$ cat src/rtl/excess3_to_bcd_seq.sv
// ---------------------------------------------------------------------------
// excess3_to_bcd_seq
//
// Purpose:
//   Sequential excess-3 to packed-BCD decoder. It undoes the team's
//   combinational BCD-to-excess-3 encoder. A whole n-digit excess-3 word is
//   taken through a valid/ready handshake. The block then decodes one digit
//   per clock, LSB digit first, using a single 4-bit subtractor. The BCD word
//   and per-digit error flags are offered through a second valid/ready
//   handshake.
//
// Parameters:
//   n          number of 4-bit digits per word (n >= 1)
//
// Ports:
//   clk        rising-edge clock
//   rst        synchronous, active-high reset
//   in_valid   an excess-3 word is offered
//   in_ready   block can accept a word (only in IDLE)
//   excess     excess-3 word, digit i at excess[4*i +: 4]
//   out_valid  decoded result is available (only in DONE)
//   out_ready  consumer takes the result
//   bcd        decoded BCD word, digit i at bcd[4*i +: 4]
//   err_mask   bit i set when input digit i was not a legal excess-3 code
//   err        OR of err_mask, meaningful while out_valid is high
// ---------------------------------------------------------------------------
module excess3_to_bcd_seq #(
    parameter int n = 1
) (
    input  logic           clk,
    input  logic           rst,
    input  logic           in_valid,
    output logic           in_ready,
    input  logic [4*n-1:0] excess,
    output logic           out_valid,
    input  logic           out_ready,
    output logic [4*n-1:0] bcd,
    output logic [n-1:0]   err_mask,
    output logic           err
);

    // The counter must always be at least one bit wide, even when n is 1.
    localparam int cw = (n > 1) ? $clog2(n) : 1;
    localparam logic [cw-1:0] last_cnt = cw'(n - 1);

    typedef enum logic [1:0] {
        IDLE,
        CONV,
        DONE
    } state_t;

    state_t          state;
    logic [4*n-1:0]  hold;
    logic [cw-1:0]   cnt;
    logic [3:0]      digit;
    logic [3:0]      digit_bcd;
    logic            digit_err;

    // Pick the digit that the counter points at out of the holding register.
    // Decode it with the one shared subtractor. Legal excess-3 codes are 3
    // through 12. Any other code decodes to zero and raises the error flag.
    // This matches the encoder's "emit 0 for non-BCD" behaviour. Inside the
    // legal range the subtraction cannot borrow.
    always_comb begin
        digit     = hold[{cnt, 2'b00} +: 4];
        digit_bcd = 4'd0;
        digit_err = 1'b1;
        if ((digit >= 4'd3) && (digit <= 4'd12)) begin
            digit_bcd = digit - 4'd3;
            digit_err = 1'b0;
        end
    end

    // Control FSM and datapath registers live together here, so the
    // handshake outputs are registered. The input word is latched on accept,
    // which leaves the upstream free to change excess during conversion. The
    // counter stops at the last digit instead of incrementing. As a result it
    // never wraps, whatever n is. The outputs keep their last result through
    // IDLE until the next word is accepted.
    always_ff @(posedge clk) begin
        if (rst) begin
            state     <= IDLE;
            in_ready  <= 1'b1;
            out_valid <= 1'b0;
            hold      <= '0;
            bcd       <= '0;
            err_mask  <= '0;
            cnt       <= '0;
        end else begin
            case (state)
                IDLE: begin
                    if (in_valid) begin
                        hold     <= excess;
                        bcd      <= '0;
                        err_mask <= '0;
                        cnt      <= '0;
                        in_ready <= 1'b0;
                        state    <= CONV;
                    end
                end
                CONV: begin
                    bcd[{cnt, 2'b00} +: 4] <= digit_bcd;
                    err_mask[cnt]          <= digit_err;
                    if (cnt == last_cnt) begin
                        out_valid <= 1'b1;
                        state     <= DONE;
                    end else begin
                        cnt <= cnt + 1'b1;
                    end
                end
                DONE: begin
                    if (out_ready) begin
                        out_valid <= 1'b0;
                        in_ready  <= 1'b1;
                        state     <= IDLE;
                    end
                end
                default: begin
                    out_valid <= 1'b0;
                    in_ready  <= 1'b1;
                    state     <= IDLE;
                end
            endcase
        end
    end

    // The summary error bit is a plain OR, so it follows err_mask with no
    // extra cycle of delay.
    assign err = |err_mask;

endmodule

$ cat config.mk
export PLATFORM = sky130hd
export DESIGN_NAME = excess3_to_bcd_seq
export DESIGN_NICKNAME = d
export VERILOG_FILES = /design/src/rtl/excess3_to_bcd_seq.sv
export SDC_FILE = /design/constraint.sdc
export NUM_CORES = 1
export LEC_CHECK = 0
export ABC_AREA = 1
export ABC_CLOCK_PERIOD_IN_PS = 2400
export CAP_MARGIN = 20
export CELL_PAD_IN_SITES_DETAIL_PLACEMENT = 1
export CELL_PAD_IN_SITES_GLOBAL_PLACEMENT = 1
export CORE_MARGIN = 2
export CORE_UTILIZATION = 38
export CTS_BUF_LIST = sky130_fd_sc_hd__clkbuf_4 sky130_fd_sc_hd__clkbuf_8
export DETAILED_ROUTE_END_ITERATION = 10
export HOLD_SLACK_MARGIN = 0.08
export MAX_ROUTING_LAYER = met4
export PLACE_DENSITY = 0.86
export SLEW_MARGIN = 20
export SYNTH_ARGS = -nofsm -noshare
export SYNTH_HDL_FRONTEND = slang
export SYNTH_SLANG_ARGS = --single-unit
export TNS_END_PERCENT = 10
$ cat constraint.sdc
create_clock -name clk -period 2.4 [get_ports clk]
set_input_delay 0.24 -clock clk [delete_from_list [all_inputs] [get_ports clk]]
set_output_delay 0.24 -clock clk [all_outputs]
set_load 0.02 [all_outputs]
Figure 1. Clock distribution.
Drawn at 12 px/um.
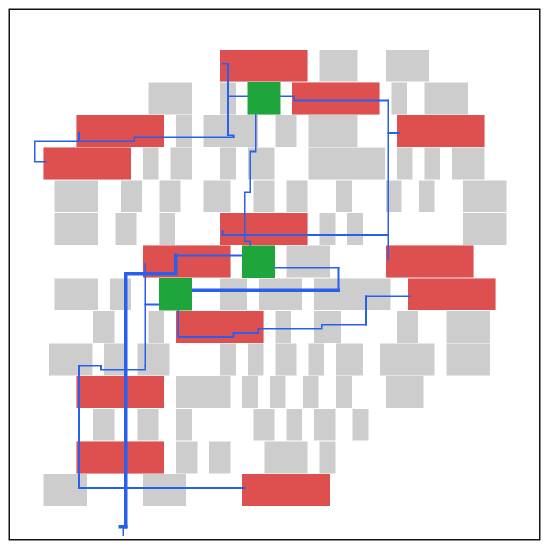
Key: blue = clock wires [length 209 um]; green = clock drivers [count 3]; red = flip-flops [count 13]
There are 4 routed clock nets. Position of the flops: widely spread.

Figure 2. Cell area per tile.
Drawn at 6 px/um. 9 x 9 tiles, from white (low) to dark blue (high), 0 to 100% covered.
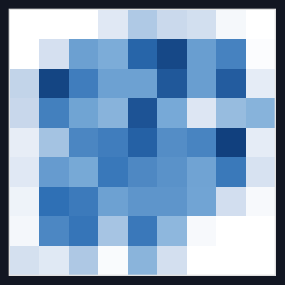
9.9% of the tiles are over 75% full. The emptiest ninth of the die: bottom right. The densest ninth of the die: middle. 14% of the tiles are nearly empty. The fullest tile reaches 94%. The mean over all tiles is 40%.

==> run_results.csv <==
group,metric,value,unit
yosys,synth_seq_share,42.6,%
critical_path,rr_worst_depth,8,
critical_path,crit_path_top_delay_cell,"clkdlybuf4s50_1",
clocking,cts_tree,"built",
status,run_status,"completed",
route,top_layer,"met4",
timing,fin_crit,1.51,ns
power_and_ir_drop,switchingPower,0.143,mW
route,wl_met3,48,um
critical_path,crit_fanout,3,
clocking,path_clk_slew,0.08,ns
route,dr_total_vias,544,
floorplan,pin_count,16,
route,met2RoutedLength,697,um
power_and_ir_drop,p_seq_share,48.8,%
timing,hold_viol,0,
finish,fin_nets,102,
critical_path,cp.arrival,1.27,ns
flow_run,tool_warnings,27,
power_and_ir_drop,p_seq,0.240,mW
global_routing,use_met3,2.45,%
finish,fin_area,798,um^2
clocking,cts_setup_buffers,0,
global_routing,met2_usage,28.8,%
floorplan,fp_util,40.5,%
[registers in the layout, summed over array words and instances (netlist names)]
signal and count:
err 1, in_ready 1, bcd 4, out_valid 1, state 2, hold 4
[logic make-up after synthesis]
| family | share of synthesized area (%) |
|---|---|
| simple gates | 30.3 |
| compound gates | 14.3 |
| flops | 42.6 |
| buf+inv | 8.61 |
| fa+ha+maj | 4.10 |
[synth_stat cells (2+ instances only)]
cell type	count
a21oi_1	9
dfxtp_1	13
ha_1	2
inv_1	7
inv_2	2
nand2_1	13
nand3_1	4
nand3_4	2
nand4_1	3
nor2_1	4
o21ai_0	4
[layout make-up]
class	count	share of cell area (%)
multi-input combinational	49	37.3
sequential	13	32.6
timing repair buffer	15	18.8
inverter	10	5.02
clock buffer	4	3.76
tap	16	2.51
